<file path="config.mk">
export PLATFORM = sky130hd
export DESIGN_NAME = mem_arbiter
export DESIGN_NICKNAME = d
export VERILOG_FILES = /design/src/rtl/mem_arbiter.sv
export SDC_FILE = /design/constraint.sdc
export NUM_CORES = 1
export LEC_CHECK = 0
export ABC_AREA = 1
export CAP_MARGIN = 0
export CELL_PAD_IN_SITES_DETAIL_PLACEMENT = 1
export CELL_PAD_IN_SITES_GLOBAL_PLACEMENT = 1
export CORE_AREA = 5 5 532 534
export CTS_CLUSTER_DIAMETER = 40
export DETAILED_ROUTE_END_ITERATION = 8
export DIE_AREA = 0 0 537 539
export PLACE_DENSITY = 0.39
export SLEW_MARGIN = 25
export SYNTH_ARGS = -nofsm -noshare
export SYNTH_HDL_FRONTEND = slang
export SYNTH_SLANG_ARGS = --single-unit
export TNS_END_PERCENT = 30
</file>
<file path="constraint.sdc">
create_clock -name clk_i -period 1.5 [get_ports clk_i]
set_input_delay 0.3 -clock clk_i [delete_from_list [all_inputs] [get_ports clk_i]]
set_output_delay 0.3 -clock clk_i [all_outputs]
set_load 0.005 [all_outputs]
</file>
<file path="src/rtl/mem_arbiter.sv">
// mem_arbiter: two-requester arbiter for the shared 256-bit data memory port.
// Requester 0 is the dcache controller, requester 1 a second cache or DMA.
// A whole transaction (enable held until ack) is granted at a time. Round-robin
// fairness applies between the two requesters. The memory bus is held idle for
// GAP_CYCLES cycles after every completed grant.
//
// Ports:
//   clk_i, rst_i            clock, asynchronous active-low reset
//   mX_enable_i/write_i     request and direction (1=write line), held until ack
//   mX_addr_i/data_i        line address and write data
//   mX_ack_o                1-cycle done pulse to the granted requester
//   m_data_o                read data, mem_data_i broadcast to both requesters
//   mem_*_o / mem_*_i       memory port (mem_ack_i is a 1-cycle pulse)
//   grant_o                 00 none, 01 requester 0, 10 requester 1
//
// Build option: define ARB_FIXED_PRIORITY_EN to make requester 0 always win
// simultaneous requests. There is no rr pointer in that build, so requester 1
// can starve.
module mem_arbiter #(
  parameter int ADDR_W     = 32,
  parameter int DATA_W     = 256,
  parameter int GAP_CYCLES = 1
) (
  input  logic              clk_i,
  input  logic              rst_i,
  input  logic              m0_enable_i,
  input  logic              m0_write_i,
  input  logic [ADDR_W-1:0] m0_addr_i,
  input  logic [DATA_W-1:0] m0_data_i,
  output logic              m0_ack_o,
  input  logic              m1_enable_i,
  input  logic              m1_write_i,
  input  logic [ADDR_W-1:0] m1_addr_i,
  input  logic [DATA_W-1:0] m1_data_i,
  output logic              m1_ack_o,
  output logic [DATA_W-1:0] m_data_o,
  output logic              mem_enable_o,
  output logic              mem_write_o,
  output logic [ADDR_W-1:0] mem_addr_o,
  output logic [DATA_W-1:0] mem_data_o,
  input  logic [DATA_W-1:0] mem_data_i,
  input  logic              mem_ack_i,
  output logic [1:0]        grant_o
);

  typedef enum logic [1:0] {IDLE, BUSY, GAP} state_e;

  state_e     state_q, state_d;
  logic [1:0] grant_q, grant_d;
  logic [3:0] gap_cnt_q, gap_cnt_d;
  logic       pick1;   // arbitration result in IDLE: 1 selects requester 1
  logic       busy;
  logic       sel1;

`ifdef ARB_FIXED_PRIORITY_EN
  assign pick1 = m1_enable_i & ~m0_enable_i;
`else
  // rr_q=1 favours requester 1 when both requesters ask at once.
  logic rr_q, rr_d;
  assign pick1 = m1_enable_i & (~m0_enable_i | rr_q);
`endif

  always_comb begin
    state_d   = state_q;
    grant_d   = grant_q;
    gap_cnt_d = gap_cnt_q;
`ifndef ARB_FIXED_PRIORITY_EN
    rr_d      = rr_q;
`endif
    case (state_q)
      IDLE: begin
        if (m0_enable_i || m1_enable_i) begin
          grant_d = pick1 ? 2'b10 : 2'b01;
          state_d = BUSY;
        end
      end
      BUSY: begin
        // The grant is held until the memory acks, even if the enable drops.
        if (mem_ack_i) begin
          grant_d   = 2'b00;
          gap_cnt_d = '0;
`ifndef ARB_FIXED_PRIORITY_EN
          rr_d      = grant_q[0];  // favour the requester that was not just served
`endif
          state_d   = (GAP_CYCLES != 0) ? GAP : IDLE;
        end
      end
      GAP: begin
        gap_cnt_d = gap_cnt_q + 4'd1;
        if (gap_cnt_q == 4'(GAP_CYCLES - 1)) begin
          gap_cnt_d = '0;
          state_d   = IDLE;
        end
      end
      default: begin
        state_d = IDLE;
        grant_d = 2'b00;
      end
    endcase
  end

  always_ff @(posedge clk_i or negedge rst_i) begin
    if (!rst_i) begin
      state_q   <= IDLE;
      grant_q   <= 2'b00;
      gap_cnt_q <= '0;
`ifndef ARB_FIXED_PRIORITY_EN
      rr_q      <= 1'b0;
`endif
    end else begin
      state_q   <= state_d;
      grant_q   <= grant_d;
      gap_cnt_q <= gap_cnt_d;
`ifndef ARB_FIXED_PRIORITY_EN
      rr_q      <= rr_d;
`endif
    end
  end

  // The memory port is driven combinationally from the granted requester.
  assign busy         = (state_q == BUSY);
  assign sel1         = grant_q[1];
  assign mem_enable_o = busy;
  assign mem_write_o  = busy & (sel1 ? m1_write_i : m0_write_i);
  assign mem_addr_o   = busy ? (sel1 ? m1_addr_i : m0_addr_i) : '0;
  assign mem_data_o   = busy ? (sel1 ? m1_data_i : m0_data_i) : '0;
  assign grant_o      = grant_q;

  // Acks seen outside BUSY are dropped.
  assign m0_ack_o = busy & mem_ack_i & grant_q[0];
  assign m1_ack_o = busy & mem_ack_i & grant_q[1];
  assign m_data_o = mem_data_i;

endmodule

</file>
==> metrics.yaml <==
yosys:
  yosys_warnings: 0
  ys_cells: 1280
  topCombFamilyByArea: "buffers and inverters"
  ys.flop_type: "dfrtp_1"
  ys_area_um2: 7360
  synth_seq_share_pct: 3.06
  synth_area_um2: 7360
  mux_share_pct: 0
  synthAoiAreaFrac_pct: 30.4
  ys_sh_xor_pct: 0.119
clocking:
  clk_pin_slew_ns: 0.06
  ctsRootBufferMaster: "clkbuf_16"
setup_path:
  cp-end-kind: "output pin"
  critical-path-top-delay-family: "buffers and inverters"
  path_buffers: 3
  path_cells: "buf_8, bufbuf_16, nand2_1, a21oi_4, clkdlybuf4s15_2"
  path_max_fanout: 14
outcome:
  violations: "negative setup slack"
  status: "complete, but fails checks"
floorplan:
  top_level_ports: 1389
final_timing:
  tns_ns: -206.22
  setup_viol: 293
  max_freq_mhz: 422
  fin_crit_ns: 2.37
  post-route-period-util_pct: 158
  layout_setup_ws_ns: -0.871
place:
  io_buffers: 876
  dp_hpwl_um: 142000
pwr:
  p_switching_uw: 23600
  p_total_uw: 44700
  swShare_pct: 52.8
layout:
  drive_gt1_share_pct: 45.3
  area_growth_pct: 232
global_route:
  grt_pass1_wl_um: 192000
drt:
  ant_nets: 0
job:
  warning_count: 29
layout make-up:
cell class | count | area, um2
Fill cell | 33042 | 253000
Antenna cell | 13 | 32.5
Timing Repair Buffer | 1167 | 13200
Tap cell | 3724 | 4660
Multi-Input combinational cell | 908 | 6110
Clock buffer | 4 | 78.8
Sequential cell | 9 | 229
Inverter | 12 | 73.8
through the flow:
step | cell area [um2] | setup WS [ns] | cells
after CTS | 22900 | -1.05 | 5778
after floorplan | 7360 | 0.0766 | 1280
after global routing | 24400 | -0.940 | 5835
final | 24400 | -0.871 | 5837
after global placement | 20900 | -1.10 | 5700
after detailed placement | 20900 | -1.10 | 5700
timing repair:
item / in CTS / in global routing
pin swaps: 66 / 62
setup buffers: 56 / 50
endpoints found under the setup margin: 294 / 298
gates cloned: 22 / 8
endpoints found under the hold margin: 0 / 0
resized: 655 / 481
worst reg2reg max path, cell delays in order (launching register included):
cell	delay, ns
dfrtp_4	0.58
buf_6	0.19
bufbuf_16	0.31
nand2_1	0.08
nand2_1	0.16
sequential cells by signal, summed over array words and instances (netlist names):
register,count
state_q,2
gap_cnt_q,4
rr_q,1
grant_o,2
power by group through the flow:
| stage | combinational (uW) | sequential [uW] | clock, uW |
|---|---|---|---|
| after detailed placement | 34700 | 425 | 0 |
| after CTS | 41300 | 424 | 560 |
| after global placement | 34700 | 425 | 0 |
| after global routing | 46900 | 520 | 558 |
| final | 43600 | 498 | 535 |
| after floorplan | 10200 | 409 | 0 |
per-layer routing:
layer | track usage, % | vias to the layer above | part of all wire, %
li1 | - | 5467 | -
met1 | 8.82 | 5890 | 28
met2 | 19.6 | 768 | 50
met3 | 6.41 | 464 | 15
met4 | 5.49 | 2 | 6.8
met5 | 0.0333 | - | 0.0078
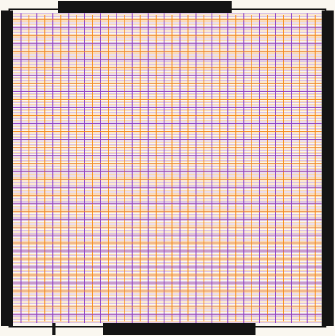
Figure 1: power grid.
Pins as bars on the die edge.
| net | colour |
|---|---|
| VSS | purple |
| VDD | orange |
met5 straps: 38
met1 rails: 195
area of the core: 278,000 um2
die width: 537 um
maximum vdd drop: 0.913 mV
die height: 539 um

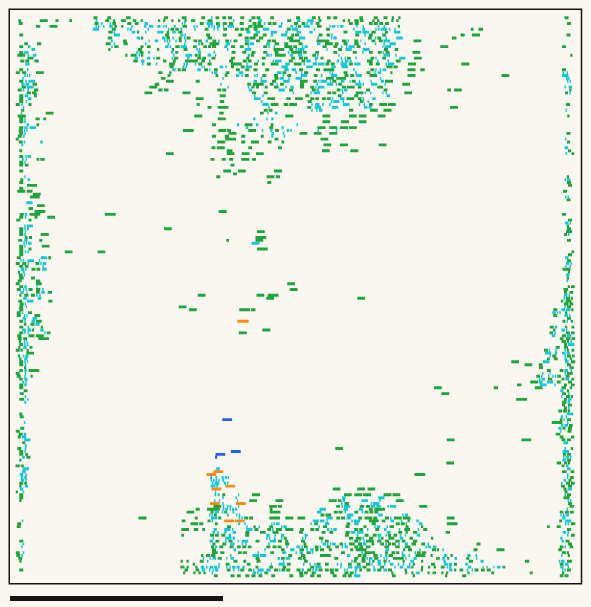
Figure 2: cell classes on the final placement.
Scale bar: 200 um.
| class | colour | cells |
|---|---|---|
| sequential cells | orange | 9 |
| remaining buffers and delay cells | green | 1,167 |
| remaining logic cells | cyan | 920 |
| clock drivers and dummy loads | blue | 4 |
Std-Cell Rows: 194
Finished Cell Area: 24,400 um2
Final Util: 8.79%

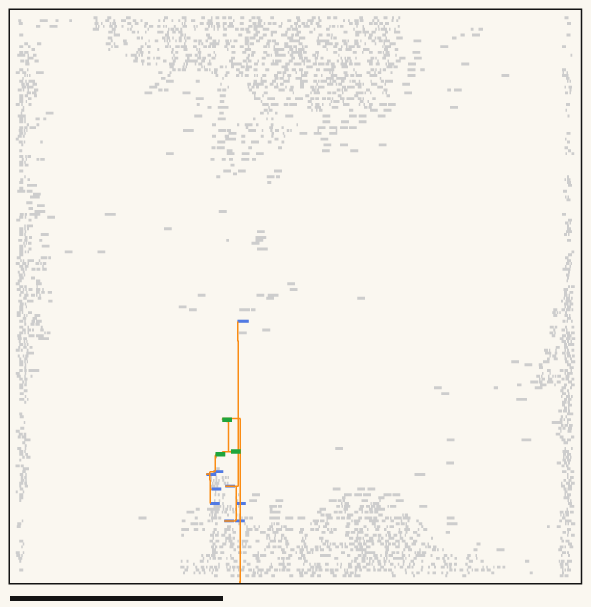
Figure 3: routed clock nets over the placement.
Scale bar: 200 um.
[flip-flops] blue | count: 9
[clock wires] orange | length: 501 um
[clock-net drivers] green | count: 3
routed clock nets: 4
Clk pwr share: 1.2%
Clock Skew: 0.0179 ns
Clk power: 535 uW
Clk Latency, worst-skew pair: 0.26 ns

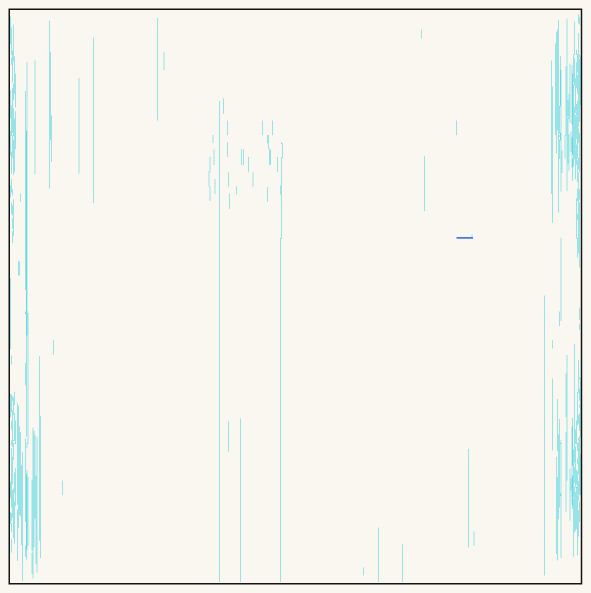
Figure 4: metal layers overlaid.
Only two layers are drawn.
| layer | colour | wire length |
|---|---|---|
| M4 | cyan | 11,200 um |
| M5 | blue | 13.8 um |
vias post-DR: 12,591
drt wl/cell: 28.4 um
GR Util All Layers: 10.6%
Routed Wire Length: 166,000 um

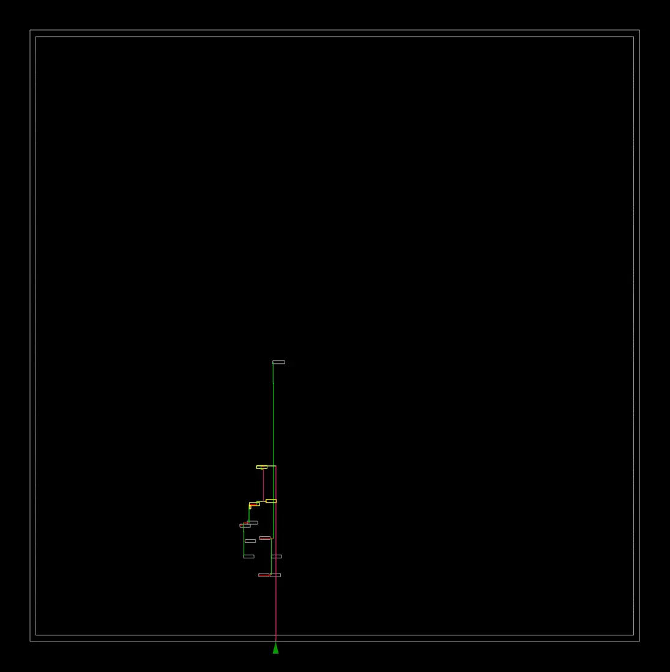
Figure 5: clock wiring as the flow saved it.
layout clock buffer count: 4
Flops: 9
CTS Buf Count: 3
clk sink count: 9

Power figures rest on the tool's default switching activity, not on a simulated workload.
